--- config.mk ---
export PLATFORM = sky130hd
export DESIGN_NAME = sdram_scheduler
export DESIGN_NICKNAME = d
export VERILOG_FILES = /design/src/rtl/sdram_sched_pkg.sv /design/src/rtl/sdram_refresh_timer.sv /design/src/rtl/sdram_scheduler.sv
export SDC_FILE = /design/constraint.sdc
export NUM_CORES = 1
export LEC_CHECK = 0
export ABC_AREA = 1
export CORE_AREA = 2 2 115 117
export CTS_CLUSTER_SIZE = 8
export DETAILED_ROUTE_END_ITERATION = 7
export DIE_AREA = 0 0 117 119
export PLACE_DENSITY_LB_ADDON = 0.12
export SLEW_MARGIN = 20
export SYNTH_ARGS = -nofsm -noshare
export SYNTH_HDL_FRONTEND = slang
export SYNTH_HIERARCHICAL = 1
export SYNTH_SLANG_ARGS = --single-unit
--- constraint.sdc ---
create_clock -name clk -period 2.3 [get_ports clk]
set_clock_uncertainty 0.05 [all_clocks]
set_input_delay 0.23 -clock clk [delete_from_list [all_inputs] [get_ports clk]]
set_output_delay 0.23 -clock clk [all_outputs]
set_load 0.005 [all_outputs]
--- src/rtl/sdram_sched_pkg.sv ---
// Shared types and constants for the SDRAM request scheduler.
//   state_t  : scheduler FSM states
//   owner_t  : which agent owns the command currently in flight
//   calc_refresh_cycles : clock cycles between refresh ticks
package sdram_sched_pkg;

    typedef enum logic [2:0] {
        ST_INIT,
        ST_IDLE,
        ST_CMD,
        ST_WAIT_ACK,
        ST_WAIT_DONE
    } state_t;

    typedef enum logic [1:0] {
        OWN_REF,
        OWN_A,
        OWN_B
    } owner_t;

    function automatic int unsigned calc_refresh_cycles(input int unsigned freq,
                                                        input int unsigned refresh_us);
        return freq / 1_000_000 * refresh_us;
    endfunction

endpackage

--- src/rtl/sdram_refresh_timer.sv ---
// Refresh interval timer with a saturating count of owed refreshes.
//   clk, resetn : clock, asynchronous active-low reset
//   consume     : one owed refresh has been granted this cycle
//   owed        : refreshes owed to the controller (0..3)
//   overrun     : sticky, a tick arrived while owed was already 3
module sdram_refresh_timer #(
    parameter int unsigned CYCLES = 810
) (
    input  logic       clk,
    input  logic       resetn,
    input  logic       consume,
    output logic [1:0] owed,
    output logic       overrun
);

    localparam int unsigned CW = (CYCLES > 1) ? $clog2(CYCLES) : 1;

    logic [CW-1:0] count;
    logic          tick;

    assign tick = (count == CW'(CYCLES - 1));

    always_ff @(posedge clk or negedge resetn) begin
        if (!resetn) begin
            count <= '0;
        end else if (tick) begin
            count <= '0;
        end else begin
            count <= count + 1'b1;
        end
    end

    // A tick and a consume in the same cycle cancel out.
    always_ff @(posedge clk or negedge resetn) begin
        if (!resetn) begin
            owed    <= '0;
            overrun <= 1'b0;
        end else begin
            case ({tick, consume})
                2'b10: begin
                    if (owed == 2'd3) begin
                        overrun <= 1'b1;
                    end else begin
                        owed <= owed + 2'd1;
                    end
                end
                2'b01: begin
                    if (owed != 2'd0) begin
                        owed <= owed - 2'd1;
                    end
                end
                default: ;
            endcase
        end
    end

endmodule

--- src/rtl/sdram_scheduler.sv ---
// Two-port scheduler in front of an SDRAM controller: interleaves periodic
// refreshes, video reads (port A) and CPU reads/writes (port B), one command
// outstanding at a time.
//   clk, resetn                 : clock, asynchronous active-low reset
//   a_req/a_addr/a_ack          : port A read request, address, accept
//   a_valid/a_data              : port A completion pulse and 32-bit read data
//   b_req/b_we/b_addr/b_din/b_wdm : port B request, write select, operands
//   b_ack/b_done/b_dout         : port B accept, completion pulse, read data
//   mem_rd/mem_wr/mem_refresh   : controller command strobes
//   mem_addr/mem_din/mem_wdm    : controller operands, stable during a command
//   mem_dout/mem_dout32/mem_data_ready/mem_busy/mem_enabled : controller status
//   refresh_overrun             : sticky, owed-refresh count saturated
module sdram_scheduler
    import sdram_sched_pkg::*;
#(
    parameter int unsigned FREQ       = 54_000_000,
    parameter int unsigned REFRESH_US = 15
) (
    input  logic        clk,
    input  logic        resetn,
    input  logic        a_req,
    input  logic [22:0] a_addr,
    output logic        a_ack,
    output logic        a_valid,
    output logic [31:0] a_data,
    input  logic        b_req,
    input  logic        b_we,
    input  logic [22:0] b_addr,
    input  logic [15:0] b_din,
    input  logic [1:0]  b_wdm,
    output logic        b_ack,
    output logic        b_done,
    output logic [15:0] b_dout,
    output logic        mem_rd,
    output logic        mem_wr,
    output logic        mem_refresh,
    output logic [22:0] mem_addr,
    output logic [15:0] mem_din,
    output logic [1:0]  mem_wdm,
    input  logic [15:0] mem_dout,
    input  logic [31:0] mem_dout32,
    input  logic        mem_data_ready,
    input  logic        mem_busy,
    input  logic        mem_enabled,
    output logic        refresh_overrun
);

    localparam int unsigned REFRESH_CYCLES = calc_refresh_cycles(FREQ, REFRESH_US);

    state_t     state, state_next;
    owner_t     owner;
    logic       cmd_we;
    logic       prefer_b;
    logic [1:0] owed;
    logic       grant_ref, grant_a, grant_b;

    sdram_refresh_timer #(
        .CYCLES(REFRESH_CYCLES)
    ) u_refresh_timer (
        .clk     (clk),
        .resetn  (resetn),
        .consume (grant_ref),
        .owed    (owed),
        .overrun (refresh_overrun)
    );

    // Refresh first, then a lone requester, then round-robin on contention.
    always_comb begin
        grant_ref = 1'b0;
        grant_a   = 1'b0;
        grant_b   = 1'b0;
        if (state == ST_IDLE && !mem_busy) begin
            if (owed != 2'd0) begin
                grant_ref = 1'b1;
            end else if (a_req && (!b_req || !prefer_b)) begin
                grant_a = 1'b1;
            end else if (b_req) begin
                grant_b = 1'b1;
            end
        end
    end

    always_ff @(posedge clk or negedge resetn) begin
        if (!resetn) begin
            state <= ST_INIT;
        end else begin
            state <= state_next;
        end
    end

    always_comb begin
        state_next = state;
        case (state)
            ST_INIT:      if (mem_enabled && !mem_busy) state_next = ST_IDLE;
            ST_IDLE:      if (grant_ref || grant_a || grant_b) state_next = ST_CMD;
            ST_CMD:       state_next = ST_WAIT_ACK;
            ST_WAIT_ACK:  if (mem_busy) state_next = ST_WAIT_DONE;
            ST_WAIT_DONE: if (!mem_busy) state_next = ST_IDLE;
            default:      state_next = ST_INIT;
        endcase
    end

    always_comb begin
        a_ack       = grant_a;
        b_ack       = grant_b;
        mem_rd      = 1'b0;
        mem_wr      = 1'b0;
        mem_refresh = 1'b0;
        if (state == ST_CMD) begin
            case (owner)
                OWN_REF: mem_refresh = 1'b1;
                OWN_A:   mem_rd      = 1'b1;
                OWN_B: begin
                    if (cmd_we) begin
                        mem_wr = 1'b1;
                    end else begin
                        mem_rd = 1'b1;
                    end
                end
                default: ;
            endcase
        end
    end

    // Operands, ownership, read-data capture and completion pulses.
    // Refresh grants leave the operand registers untouched.
    always_ff @(posedge clk or negedge resetn) begin
        if (!resetn) begin
            owner    <= OWN_REF;
            cmd_we   <= 1'b0;
            prefer_b <= 1'b0;
            mem_addr <= '0;
            mem_din  <= '0;
            mem_wdm  <= '1;
            a_data   <= '0;
            b_dout   <= '0;
            a_valid  <= 1'b0;
            b_done   <= 1'b0;
        end else begin
            a_valid <= (state == ST_WAIT_DONE) && !mem_busy && (owner == OWN_A);
            b_done  <= (state == ST_WAIT_DONE) && !mem_busy && (owner == OWN_B);
            if (grant_ref) begin
                owner <= OWN_REF;
            end
            if (grant_a) begin
                owner    <= OWN_A;
                cmd_we   <= 1'b0;
                mem_addr <= a_addr;
                mem_wdm  <= '1;
                prefer_b <= 1'b1;
            end
            if (grant_b) begin
                owner    <= OWN_B;
                cmd_we   <= b_we;
                mem_addr <= b_addr;
                mem_din  <= b_din;
                mem_wdm  <= (b_wdm == 2'b00) ? 2'b11 : b_wdm;
                prefer_b <= 1'b0;
            end
            if (mem_data_ready && state != ST_IDLE && state != ST_INIT) begin
                if (owner == OWN_A) begin
                    a_data <= mem_dout32;
                end
                if (owner == OWN_B && !cmd_we) begin
                    b_dout <= mem_dout;
                end
            end
        end
    end

endmodule

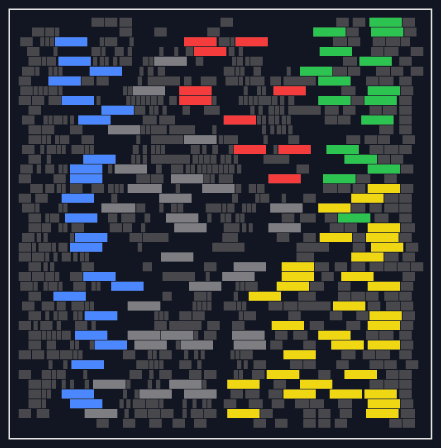
(images/ff_map.png)
Other sequential cells in the stronger grey, the rest of the logic in the fainter grey.
- green: `b_dout` (sequential cells 16; where north-east)
- blue: `mem_addr` (sequential cells 23)
- red: `u_refresh_timer/count` (sequential cells 10; where north)
- yellow: `a_data` (sequential cells 32)
- not coloured: 30
fraction of area in registers: 36.5%
Finished Core Util: 59.2%
Sequential Power: 3160 uW
sequential cell area: 2780 sq um

==> ci_impl_report.md <==
### Yosys + OpenROAD results

| Metric | Value |
|---|---|
| Outcome | complete, no violations |
| Cell count after placement | 877 |
| Die height | 119 microns |
| Main area contributors after synthesis | dfrtp_1 55%, nand2_1 12%, mux2_2 10% |
| Largest incremental delay on the critical path | 0.50 ns |
| Cell total in the yosys stat output | 494 |
| FF-to-FF Start | state[1] |
| Nets | 840 |
| Global-route track usage on met2 | 30.6% |
| Nets at Floorplan | 621 |
| Proportion of synthesized chip area in sequential cells | 56.2% |
| Flop-to-flop setup slack | 0.46 ns |
| Slowest cell on the critical path | clkdlybuf4s50_1 |
| Area share of the largest cell type after synthesis | 55.1% |
| Wire length on met3 | 1170 microns |
| Combinational Power Share | 39.4% |
| Post-synthesis cell type with the largest combined area | dfrtp_1 |
| Final Worst Setup Slack | 0.128 ns |
| Placer's final routability congestion estimate | 0.718 |
| Most common library cell in the layout ignoring fill and taps | clkdlybuf4s50_1 |
| Met2 routed WL | 5770 microns |
| Die extent in x | 117 microns |
| Critical Path AT | 1.89 ns |
| Area share of xor/xnor cells in the synthesized design | 0.708% |
| Placed standard-cell area | 7290 sq um |
| Total of plain and repair buffers excluding clock buffers | 224 |
| Initial DRT Pass Iterations | 5 |
| Number of sequential cells | 111 |
| Hold WS | 0.265 ns |
| Min Clock Period, post-route | 2.17 ns |
| Non-clock buffers, area share | 29.5% |
| Final routed DRC violation total | 0 |
| Cell type taking the most area | registers |
| Tally of max-capacitance violations | 0 |
| Number of standard cells after synthesis | 494 |
| Total via count after detailed routing | 4026 |
| Met1 track utilization from global routing | 22.0% |
| Area taken by multi-input logic gates | 1840 sq um |
| Post-DR vias/cell | 4.50 |
| Yosys warns | 6 |
| Root Driver | clkbuf_16 |
| Clock latency of the later-clocked register in the worst-skew pair | 0.34 ns |
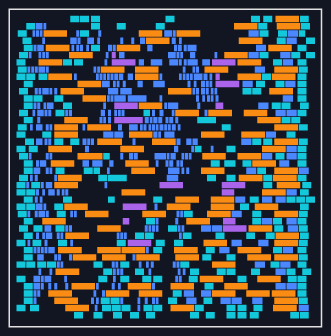
(images/class_map.png)
- cyan: remaining buffers and delay cells (cells 224; share of their area 30%)
- orange: registers (cells 111; share of their area 38%)
- purple: clock drivers and dummy loads (cells 16; share of their area 4.2%)
- blue: remaining logic cells (cells 367; share of their area 28%)

==> flip-flops by register name, summed over array words and instances (netlist names) <==
signal	count
a_data	32
a_valid	1
b_done	1
b_dout	16
cmd_we	1
mem_addr	23
mem_din	16
mem_wdm	2
owner	2
prefer_b	1
state	3
u_refresh_timer/count	10
u_refresh_timer/overrun	1
u_refresh_timer/owed	2
==> power groups by stage <==
stage               registers (uW)  clock network, uW  logic (uW)
CTS                           3160               1640        3130
finish                        3160               1580        3080
floorplan                     3210                  0        1150
detailed placement            3180                  0        3120
global route                  3260               1710        3420
global placement              3160                  0        3050
==> repair_timing <==
item | CTS | global route
endpoints found under the setup margin | 0 | 2
hold buffers | 1 | 0
resized | 0 | 3
endpoints found under the hold margin | 18 | 0
Power is estimated from default activity; no workload was simulated.
